**src/rtl/hex_display_scanner_if.sv**
```systemverilog
// hex_display_scanner_if: load/blank controls in, digit drive out.
// The scanner takes the slave side; whoever feeds it takes the master side.
interface hex_display_scanner_if #(
   parameter int NUM_DIGITS = 4
);
   logic                    load;
   logic [4*NUM_DIGITS-1:0] value;
   logic [NUM_DIGITS-1:0]   dp_in;
   logic                    blank;
   logic [6:0]              seg;
   logic                    dot;
   logic [NUM_DIGITS-1:0]   an;
   logic                    frame_done;

   modport master (
      output load, value, dp_in, blank,
      input  seg, dot, an, frame_done
   );

   modport slave (
      input  load, value, dp_in, blank,
      output seg, dot, an, frame_done
   );
endinterface

```
**src/rtl/hex_display_scanner.sv**
```systemverilog
// hex_display_scanner: multiplexed 7-segment hex driver, frame-buffered loads.
// Define LEADING_ZERO_BLANK_EN to darken leading zero digits.
module hex_display_scanner #(
   parameter int NUM_DIGITS = 4,
   parameter int SCAN_DIV   = 50000
) (
   input logic                  clk,
   input logic                  rst,
   hex_display_scanner_if.slave bus
);
   localparam int IW = (NUM_DIGITS > 1) ? $clog2(NUM_DIGITS) : 1;
   localparam int PW = $clog2(SCAN_DIV);
   localparam int VW = 4 * NUM_DIGITS;
   localparam logic [PW-1:0] P_LAST = PW'(SCAN_DIV - 1);
   localparam logic [IW-1:0] I_LAST = IW'(NUM_DIGITS - 1);

   logic [PW-1:0]         presc;
   logic [IW-1:0]         idx;
   logic [VW-1:0]         act_val;
   logic [VW-1:0]         pend_val;
   logic [NUM_DIGITS-1:0] act_dp;
   logic [NUM_DIGITS-1:0] pend_dp;
   logic                  pend;
   logic                  tc;
   logic                  wrap;
   logic [3:0]            nib;
   logic                  dp_sel;
   logic                  dark;
   logic [NUM_DIGITS-1:0] an_d;
   logic [6:0]            seg_d;
   logic [6:0]            seg_q;
   logic                  dot_q;
   logic [NUM_DIGITS-1:0] an_q;
   logic                  fd_q;

   assign tc   = (presc == P_LAST);
   assign wrap = tc && (idx == I_LAST);

   always_ff @(posedge clk) begin
      if (rst) begin
         presc <= '0;
         idx   <= '0;
      end else if (tc) begin
         presc <= '0;
         idx   <= (idx == I_LAST) ? '0 : idx + 1'b1;
      end else begin
         presc <= presc + 1'b1;
      end
   end

   // Active contents only change at the frame wrap, so a frame never tears.
   always_ff @(posedge clk) begin
      if (rst) begin
         act_val  <= '0;
         act_dp   <= '0;
         pend_val <= '0;
         pend_dp  <= '0;
         pend     <= 1'b0;
      end else if (wrap) begin
         pend <= 1'b0;
         if (bus.load) begin
            act_val <= bus.value;
            act_dp  <= bus.dp_in;
         end else if (pend) begin
            act_val <= pend_val;
            act_dp  <= pend_dp;
         end
      end else if (bus.load) begin
         pend_val <= bus.value;
         pend_dp  <= bus.dp_in;
         pend     <= 1'b1;
      end
   end

   always_comb begin
      nib    = '0;
      dp_sel = 1'b0;
      an_d   = '0;
      dark   = 1'b0;
      for (int i = 0; i < NUM_DIGITS; i++) begin
         if (idx == IW'(i)) begin
            nib     = act_val[4*i +: 4];
            dp_sel  = act_dp[i];
            an_d[i] = 1'b1;
         end
      end
`ifdef LEADING_ZERO_BLANK_EN
      dark = (idx != '0) && (nib == 4'h0) && !dp_sel;
      for (int i = 0; i < NUM_DIGITS; i++) begin
         if ((IW'(i) > idx) && (act_val[4*i +: 4] != 4'h0))
            dark = 1'b0;
      end
`endif
   end

   always_comb begin
      seg_d = '0;
      unique case (nib)
         4'h0: seg_d = 7'b1111110;
         4'h1: seg_d = 7'b0110000;
         4'h2: seg_d = 7'b1101101;
         4'h3: seg_d = 7'b1111001;
         4'h4: seg_d = 7'b0110011;
         4'h5: seg_d = 7'b1011011;
         4'h6: seg_d = 7'b1011111;
         4'h7: seg_d = 7'b1110000;
         4'h8: seg_d = 7'b1111111;
         4'h9: seg_d = 7'b1111011;
         4'hA: seg_d = 7'b1110111;
         4'hB: seg_d = 7'b0011111;
         4'hC: seg_d = 7'b1001110;
         4'hD: seg_d = 7'b0111101;
         4'hE: seg_d = 7'b1001111;
         4'hF: seg_d = 7'b1000111;
      endcase
   end

   always_ff @(posedge clk) begin
      if (rst) begin
         seg_q <= '0;
         dot_q <= 1'b0;
         an_q  <= '0;
         fd_q  <= 1'b0;
      end else begin
         fd_q <= wrap;
         if (bus.blank) begin
            seg_q <= '0;
            dot_q <= 1'b0;
            an_q  <= '0;
         end else begin
            seg_q <= dark ? 7'b0 : seg_d;
            dot_q <= dp_sel & ~dark;
            an_q  <= an_d;
         end
      end
   end

   assign bus.seg        = seg_q;
   assign bus.dot        = dot_q;
   assign bus.an         = an_q;
   assign bus.frame_done = fd_q;
endmodule

```
**src/flat_wrapper.sv**
```systemverilog
// flat-port wrapper written by rule: the top's interface ports become plain ports
module hex_display_scanner_flat 
#(
   parameter int NUM_DIGITS = 4,
   parameter int SCAN_DIV   = 50000
)
  (clk, rst, bus_load, bus_value, bus_dp_in, bus_blank, bus_seg, bus_dot, bus_an, bus_frame_done);
  hex_display_scanner_if #(.NUM_DIGITS(NUM_DIGITS)) bus_i ();
  input logic clk;
  input logic rst;
  input wire logic [$bits(bus_i.load)-1:0] bus_load;
  input wire logic [$bits(bus_i.value)-1:0] bus_value;
  input wire logic [$bits(bus_i.dp_in)-1:0] bus_dp_in;
  input wire logic [$bits(bus_i.blank)-1:0] bus_blank;
  output wire logic [$bits(bus_i.seg)-1:0] bus_seg;
  output wire logic [$bits(bus_i.dot)-1:0] bus_dot;
  output wire logic [$bits(bus_i.an)-1:0] bus_an;
  output wire logic [$bits(bus_i.frame_done)-1:0] bus_frame_done;
  assign bus_i.load = bus_load;
  assign bus_i.value = bus_value;
  assign bus_i.dp_in = bus_dp_in;
  assign bus_i.blank = bus_blank;
  assign bus_seg = bus_i.seg;
  assign bus_dot = bus_i.dot;
  assign bus_an = bus_i.an;
  assign bus_frame_done = bus_i.frame_done;
  hex_display_scanner #(.NUM_DIGITS(NUM_DIGITS), .SCAN_DIV(SCAN_DIV)) u_core (.clk(clk), .rst(rst), .bus(bus_i));
endmodule
```
**config.mk**
```make
export PLATFORM = sky130hd
export DESIGN_NAME = hex_display_scanner_flat
export DESIGN_NICKNAME = d
export VERILOG_FILES = /design/src/rtl/hex_display_scanner_if.sv /design/src/rtl/hex_display_scanner.sv /design/src/flat_wrapper.sv
export SDC_FILE = /design/constraint.sdc
export NUM_CORES = 1
export LEC_CHECK = 0
export CAP_MARGIN = 20
export CELL_PAD_IN_SITES_DETAIL_PLACEMENT = 2
export CELL_PAD_IN_SITES_GLOBAL_PLACEMENT = 2
export CORE_UTILIZATION = 30
export CTS_CLUSTER_DIAMETER = 200
export DETAILED_ROUTE_END_ITERATION = 7
export DONT_BUFFER_PORTS = 1
export PLACE_DENSITY = 0.59
export SYNTH_ARGS = -nofsm -noshare
export SYNTH_HDL_FRONTEND = slang
export SYNTH_SLANG_ARGS = --single-unit
```
**constraint.sdc**
```tcl
create_clock -name clk -period 3.9 [get_ports clk]
set_clock_uncertainty 0.15 [all_clocks]
set_input_delay 0.975 -clock clk [delete_from_list [all_inputs] [get_ports clk]]
set_output_delay 0.975 -clock clk [all_outputs]
set_load 0.005 [all_outputs]
```
Run 1, the metal 2 layer:
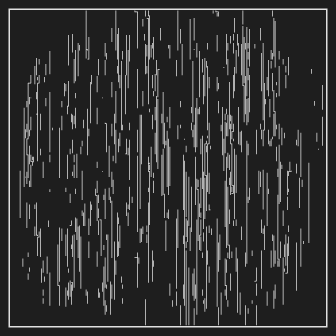
main direction: vertical
nets with wire on the layer: 354
longest straight run: 49.3 µm
share of all routed wire: 46%
total wire length: 8430 µm
vias: 2509
met2 Use GR: 25.8%

Run 1, met1 routing:
The bar under the picture is 20 µm long.
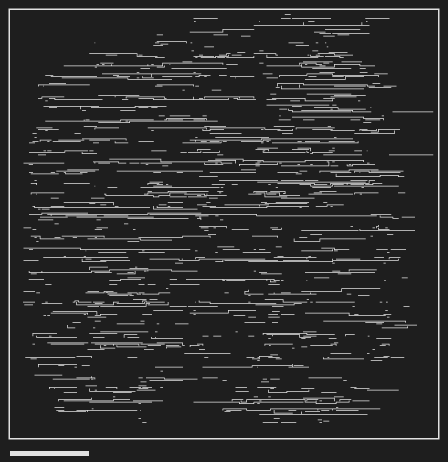
main direction: horizontal
share of all routed wire: 49%
longest straight run: 30.1 µm
met1 Resource Use GR: 20.3%

==> flow_summary_export.csv, run 1 <==
group,metric,value,unit
sta,period_used_share,75.3,%
die,io_pins,37,
finish,antenna_cells,0,
synth,syn_area,3350,µm²
worst_hold_path,hp-class,"reg -> reg",
synth,syn_inst,366,
place,dpl_cell_area,3430,µm²
critical_path,cp.required,4020,ps
status,status,"complete, no violations",
clock_network,cts_max_path_buffers,2,
synth,flop_cell,"dfxtp_1",
synth,numSynthFlops,72,
pwr,fin_total_pwr,1.45,mW
pwr,power_frac_comb,3.8,%
route,drt-wirelength-per-cell,16.9,µm
pwr,irDropWorstVdd,0.119,mV
global_routing,antenna_found_initial,0,
finish,regArea,1440,µm²
finish,layout_top_cell,"dfxtp_1",
pwr,p_sw,0.321,mW
critical_path,timing.rr.start,"u_core.idx[1]",
route,drc,0,
critical_path,ff2ff_setup_slack,960,ps
finish,nets,392,
clock_network,cts_buffers,9,
clock_network,cts_tree,"built",
pwr,power-top-group,"registers",
clock_network,ctsHoldBuffers,0,
sta,setup_tns,0,ps
critical_path,crit_end,"u_core.bus.seg[0]",
sta,drv_slew,0,
synth,syn-mean-instance-area,9.16,µm²
finish,fillers,1191,
synth,edf_count,0,
die,die_h,108,µm
finish,syn_to_final_growth,8.43,%
route,dr_wl_met2,3910,µm
global_routing,gr-max-usage-layer,"met2",
sta,worst_pin_slew,863,ps
global_routing,grt_pass1_wl,14000,µm
finish,combGateArea,1750,µm²
pwr,p_seq_share,52.5,%
global_routing,grt_pass1_vias,2642,
global_routing,track_usage,16.0,%
sta,slew_headroom,42.1,%
global_routing,grt_max_degree,48,
pwr,powerDensity,399,nW/µm²
place,dpl.hpwl,5810,µm
synth,postSynthSeqShare,43.0,%
pwr,p_leak,1.33,nW
clock_network,post_cts_buffers,0,
route,vias_per_cell,5.02,
synth,synthArstFlopShare,0,%
synth,most_common_cell,"dfxtp_1",
finish,final_cell_mix,"dfxtp_1 (72), nand2_1 (53), nor2_1 (50)",
Run 1, local utilization:
The bar under the picture is 20 µm long. The die is cut into 11 by 11 equal tiles; black is low, pale yellow is high, 0 to 100% covered.
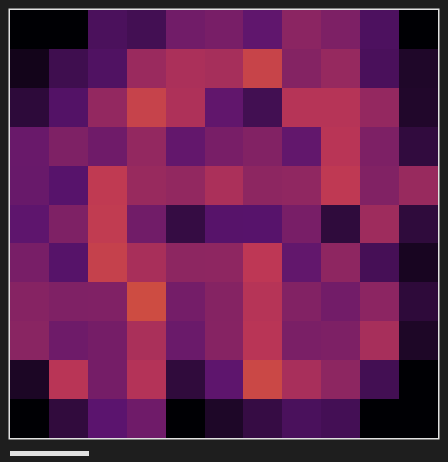
fullest tile: 56%
mean over tiles: 30%
nearly empty tiles: 6.6%
Final Util: 33.4%
FP Util: 30.8%
total core area: 10900 µm²

-- run 1: worst max-delay path, cell delays in order, from the launching register on --
cell and delay [ps]:
dfxtp_1 380, inv_1 90, ha_1 310, and3b_1 260
a2111oi_0 60, a221oi_1 670, inv_1 250, ha_1 290
mux2i_1 140, nor2_1 50, a211oi_1 210
-- run 1: how the worst min path moves through the flow --
stage / from / end / cells past startpoint
after floorplan: u_core.presc[0] / u_core.presc[0] / 1
after global placement: u_core.presc[0] / u_core.presc[0] / 1
after detailed placement: u_core.presc[0] / u_core.presc[0] / 1
after CTS: u_core.presc[0] / u_core.presc[0] / 1
after global routing: u_core.pend_val[9] / u_core.pend_val[9] / 2
final: u_core.presc[0] / u_core.presc[0] / 1
-- run 1: layout make-up --
class	instances	area share, %
Clock buffer	11	3.61
Clock inverter	4	1.93
Inverter	8	0.826
Multi-Input combinational cell	262	48.2
Sequential cell	72	39.6
Tap cell	140	4.82
Timing Repair Buffer	3	0.964
-- run 1: metrics by stage --
stage	hold slack, ps	worst slack (ps)	std cells
after floorplan	263	1340	366
after global routing	325	676	500
after detailed placement	292	1020	485
final	296	962	500
after global placement	281	1120	485
after CTS	304	906	500
-- run 1: cells by family after synthesis --
logic type | synth area share [%]
xor gates and xnor gates | 3.92
buffers and inverters | 4.74
adders and majority gates | 4.48
and+or+nand+nor | 20.9
muxes | 7.20
AOI/OAI and AO/OA | 15.7
DFF | 43.0
-- run 1: registers in the layout (all words and copies together), names as in the netlist --
signal                 count
u_core.bus.frame_done      1
u_core.presc              16
u_core.idx                 2
u_core.act_val            16
u_core.pend                1
u_core.bus.dot             1
u_core.pend_dp             4
u_core.act_dp              4
u_core.pend_val           16
u_core.bus.seg             7
u_core.bus.an              4
Run 1, congestion heat map:
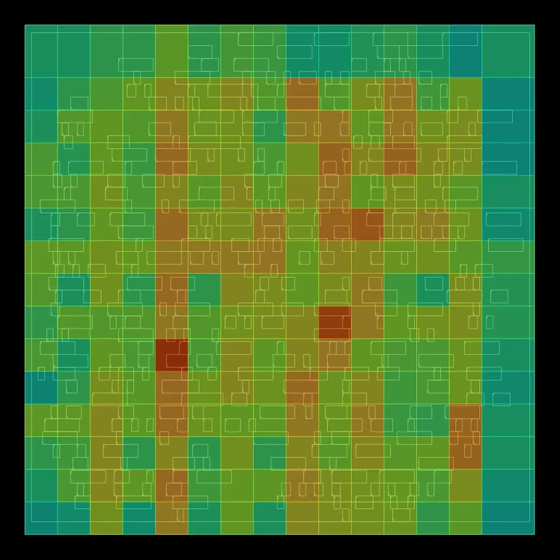

--- run 2 (diff from run 1) ---
--- a/config.mk
+++ b/config.mk
@@ -12,7 +12,7 @@
 export CTS_CLUSTER_DIAMETER = 200
 export DETAILED_ROUTE_END_ITERATION = 7
 export DONT_BUFFER_PORTS = 1
-export PLACE_DENSITY = 0.59
+export PLACE_DENSITY = 0.61
 export SYNTH_ARGS = -nofsm -noshare
 export SYNTH_HDL_FRONTEND = slang
 export SYNTH_SLANG_ARGS = --single-unit
==> constraint.sdc (replaced) <==
create_clock -name clk -period 2.7 [get_ports clk]
set_clock_uncertainty 0.15 [all_clocks]
set_input_delay 0.675 -clock clk [delete_from_list [all_inputs] [get_ports clk]]
set_output_delay 0.675 -clock clk [all_outputs]
set_load 0.005 [all_outputs]
Run 2, congestion heat map:
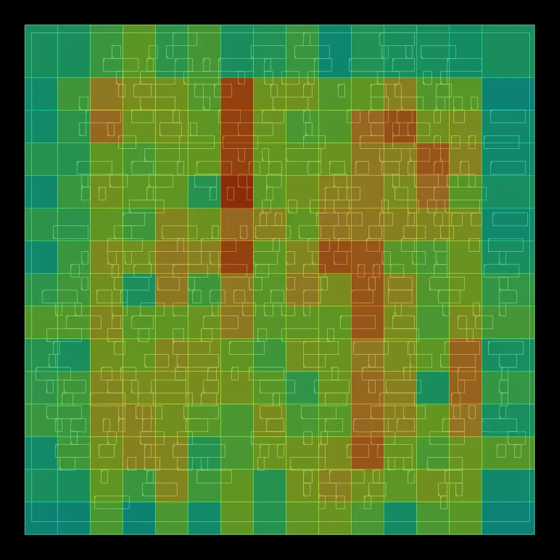
GR met3 Demand/Resource: 3.63%
Avg WL per Cell: 16.2 µm
Final Util: 34.6%

Run 2, local utilization:
The bar under the picture is 20 µm long. The die is cut into 11 by 11 equal tiles; black is low, pale yellow is high, 0 to 100% covered.
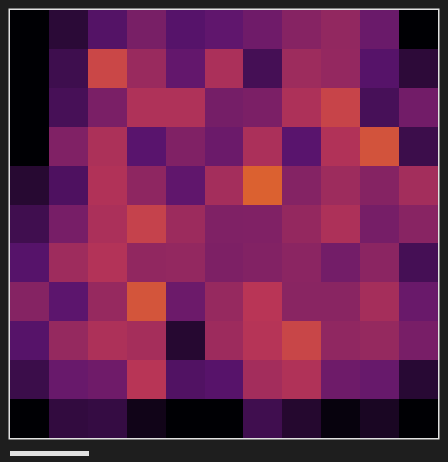
emptiest ninth of the die: north-west
nearly empty tiles: 7.4%
fullest tile: 62%
mean over tiles: 31%

Run 2, met1 routing:
The bar under the picture is 20 µm long.
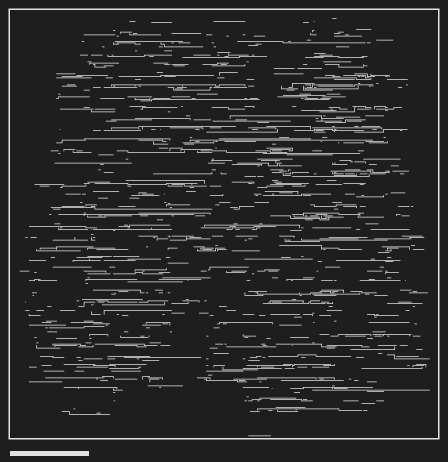
nets with wire on the layer: 360
longest straight run: 46.0 µm
met1 Resource Use GR: 19.0%
vias: 2557
total wire length: 8290 µm

==> flow_summary_export.csv, run 2 <==
group,metric,value,unit
finish,antenna_cells,0,
pwr,irDropWorstVdd,0.265,mV
finish,layout_top_cell,"dfxtp_1",
synth,syn-mean-instance-area,9.16,µm²
clock_network,ctsHoldBuffers,0,
synth,edf_count,0,
critical_path,cp_common_cell,"ha_1",
synth,postSynthSeqShare,43.0,%
synth,numSynthFlops,72,
finish,nets,402,
die,core-area,10900,µm²
global_routing,grt_pass1_wl,14000,µm
synth,most_common_cell,"dfxtp_1",
place,dp_cells,495,
sta,slew_headroom,42.9,%
status,status,"complete, no violations",
route,drc,0,
synth,syn_area,3350,µm²
clock_network,cts_buffers,9,
critical_path,cpMaxStageDelayCell,"dfxtp_1",
finish,regArea,1440,µm²
global_routing,grt_pass1_vias,2758,
synth,flop_cell,"dfxtp_1",
die,initCoreUtil,30.8,%
die,die_h,108,µm
synth,syn_inst,366,
pwr,p_leak,1.41,nW
finish,syn_to_final_growth,12.2,%
finish,final_cell_mix,"dfxtp_1 (71), nand2_1 (53), nor2_1 (50)",
synth,synthArstFlopShare,0,%
place,dpl.hpwl,5730,µm
critical_path,max_stage_delay,410,ps
place,globalplace.congestion,0.743,
clock_network,cts_tree,"built",
critical_path,cp.required,2840,ps
clock_network,post_cts_buffers,0,
critical_path,worstPathCellList,"ha_1 > and3b_1 > a2111oi_0 > a221oi_1 > buf_4 > ha_1 > mux2_2 > a21oi_1",
sta,setup_tns,0,ps
global_routing,grt_max_degree,48,
-- run 2: cell count changes in the layout (fill, tap and decap cells not counted), sizes merged --
cell and delta:
clkinv -1, bufinv +1, buf +10, clkbuf +1
-- run 2: cell families after synthesis --
family | share of synthesized area, %
mux | 7.20
xor+xnor | 3.92
flops | 43.0
simple gates | 20.9
compound gates | 15.7
buf+inv | 4.74
fa+ha+maj | 4.48
-- run 2: final timing paths --
kind,startpoint,endpoint,slack (ps),cells after the start
min,rst,u_core.act_val[9],220,1
max reg2reg,u_core.idx[0],u_core.bus.seg[2],270,8
min reg2reg,u_core.presc[0],u_core.presc[0],300,1
max,u_core.idx[0],u_core.bus.seg[2],270,8
-- run 2: power breakdown --
group | internal, mW | switching [mW]
logic | 0.0343 | 0.0467
clock network | 0.691 | 0.420
registers | 1.09 | 0.0130
total | 1.81 | 0.479
-- run 2: layout make-up --
cell class	instances	share of cell area, %
sequential	72	38.3
multi-input combinational	262	46.6
clock inverter	4	2.63
clock buffer	12	4.39
timing repair buffer	13	2.59
inverter	8	0.798
tap	140	4.66
-- run 2: metrics by stage --
step	cell area, µm²	hold slack (ps)	worst slack, ps	utilization, %	total power [mW]
floorplan	3350	263	143	-	1.21
global route	3760	198	59.3	34.6	2.40
CTS	3760	196	242	34.5	2.35
global placement	3500	281	334	32.1	1.21
detailed placement	3500	290	295	32.1	1.21
finish	3760	224	275	34.6	2.29
-- run 2: critical path: cells and delay by family (launching register included) --
kind	cells	cell delay [ps]
buffers and inverters	1	180
flip-flops	1	410
multiplexers	1	280
AND-OR/OR-AND	3	590
AND/OR/NAND/NOR	1	210
adder cells (fa/ha/maj)	2	550
Power is estimated from default activity; no workload was simulated.
